Design commit_wb_scheduler, sky130hd; sources not shown.
run_1/congestion.png
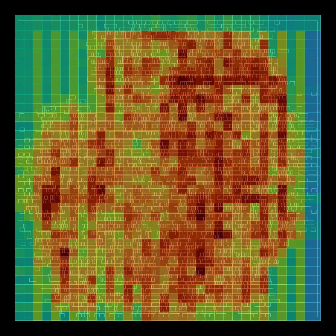
GRT met1 Usage: 0.4605
met2 usage: 0.5039
GRT Overall Usage: 0.3383
Layout Utilization: 0.4847
WL/cell: 20.78 µm

run_1/cell_density.png
Bar = 50 µm. 23 x 23 tiles, from black (low) to pale yellow (high), 0 to 100% covered.
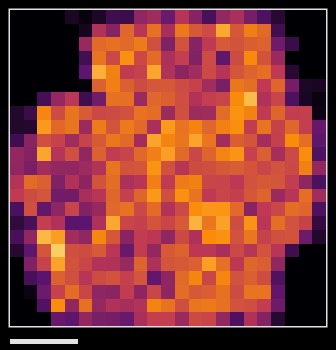
tiles over 75% full	6.2%
mean over tiles	45%
fullest tile	89%
densest ninth of the die	center
core area: 0.05151 mm²
initial core utilization: 0.4067

run_1/power_grid.png
Bar = 50 µm. Pins as bars on the die edge.
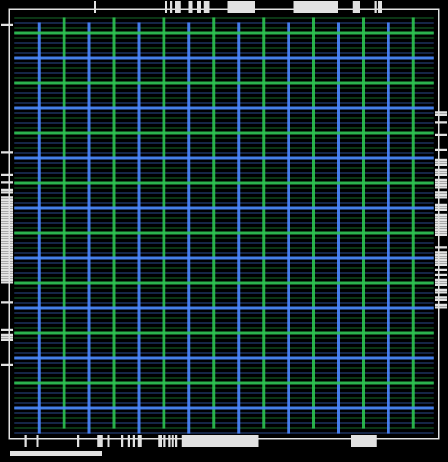
color	net
green	VDD
blue	VSS
rows	83
signal pins	235
met1 rails	84
met4 straps	16
die outline height: 232.8 µm
Peak VDD IR: 0.0003288 V
die width: 232.8 µm

run_1/io_fan.png
Bar = 50 µm.
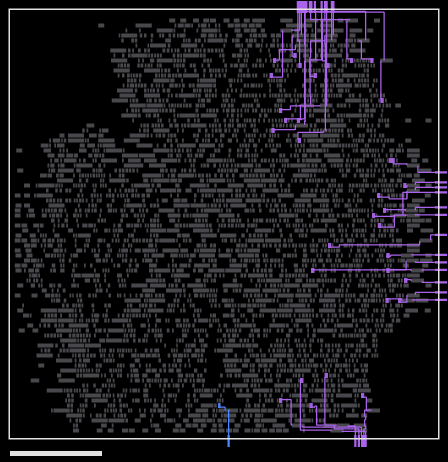
color	port	bits	direction	edge	end cells	wire
purple	Vk_fwd	32	output	14 north, 13 east, 5 south	32	1440 µm
blue	hit_j	1	output	south	1	21.0 µm
number of port buffers: 234
I/O Pins: 235

==> summary.txt, run 1 <==
flow finished, numbers: CP required=about 4500 ps, hold_buf cts=0, Synth logic family=simple AND/OR/NAND/NOR gates, fa+ha+maj area frac=0.01087, NonClk Buf Share=0.1511, busiest grt layer=met2, dominant kind of cell by area=logic gates, CP startpoint kind=input pin, FF/Latch Area=between 0.004 and 0.005 mm², post-synth top area cell=dfrtp_1, Crit-path slowest cell=clkdlybuf4s50_1, hpwl dp=63550 µm, OpenROAD warning count=37, Worst EP arrival=approximately 4400 ps, Post-CTS Resized=0, Simple-Gate Area Share=0.3129, clock network power=between 1 and 1.5 mW, Max-area cell share=0.2186, Setup Skew=approximately 12 ps, root buf cell=clkbuf_16, first-pass GRT wire length=approximately 140000 µm, outcome=finished clean, Synth top cell by count=nand2_1, Power Internal=approximately 5.6 mW, Compound Share, Synth=0.2589, clock buffer count=18, r2r worst-path depth=20, Nets=approximately 3900, # H-tree levels=4
==> run 2, diff against run 1 <==
==> constraint.sdc (replaced) <==
create_clock -name clk -period 5.66 [get_ports clk]
set_input_delay 0.566 -clock clk [delete_from_list [all_inputs] [get_ports clk]]
set_output_delay 0.566 -clock clk [all_outputs]
set_load 0.05 [all_outputs]
run_2/cell_density.png
Bar = 50 µm. 23 x 23 tiles, from black (low) to pale yellow (high), 0 to 100% covered.
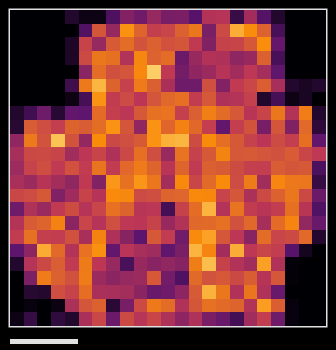
tiles over 75% full	4.7%
emptiest ninth of the die	north-west
nearly empty tiles	12%
densest ninth of the die	center
mean over tiles	44%
Layout Utilization: 0.4775

==> run 2 against run 1 <==
  * Die area did not move
  * Clock power fell by about 10%
  * Hold slack got worse by 260 ps
  * Largest power group unchanged
  * Clock skew rose by 4.5 ps
  * Area after synthesis did not move
==> summary.txt, run 2 <==
flow finished, numbers: # H-tree levels=4 (unchanged), busiest grt layer=met2, Worst EP arrival=4590 ps (+220 ps), Post-CTS Resized=0 (unchanged), Simple-Gate Area Share=0.3129 (unchanged), hpwl dp=65760 µm (+3.5%), FF/Latch Area=0.004584 mm² (unchanged), Compound Share, Synth=0.2589 (unchanged), Seq Cell Count=183, OpenROAD warning count=34 (-8.1%), clock network power=1.15 mW (-10%), Nets=3858 (-0.44%), fa+ha+maj area frac=0.01087 (unchanged), die width=232.8 µm (unchanged), dominant kind of cell by area=logic gates, Setup Skew=16.61 ps (+4.461 ps), outcome=finished clean, met3 usage=0.09216, Comb/total area=0.5192, Synth top cell by count=nand2_1, synthesis-to-finish area growth=17.42%, Peak VDD IR=0.0004573 V (+39%), die outline height=232.8 µm (unchanged), NonClk Buf Share=0.1420 (-0.009148), clock buffer count=21 (+3), Switching Fraction=0.5946, GRT met1 Usage=0.4659 (+0.005447), root buf cell=clkbuf_16, r2r worst-path depth=21 (+5.0%), Max-area cell share=0.2186 (unchanged), Main synth FF type=dfrtp_1, I/O Pins=235 (unchanged), CP startpoint kind=flip-flop, Crit-path slowest cell=dfrtp_4, core area=0.05151 mm² (unchanged), number of port buffers=234 (unchanged), WL/cell=20.75 µm (-0.16%), YS chip area=between 0.02 and 0.025 mm², RePlAce Congestion=between 1 and 1.5, cell mode on critical path=nand2_1, first-pass GRT wire length=139100 µm (-0.40%), met2 usage=0.4953 (-0.008557), Power Internal=5.455 mW (-2.9%), post-synth top area cell=dfrtp_1, top post-synthesis cells by area=dfrtp_1 22%, nand2_1 18%, inv_1 11%
No activity file was given, so power comes from the tool's default toggle rates.
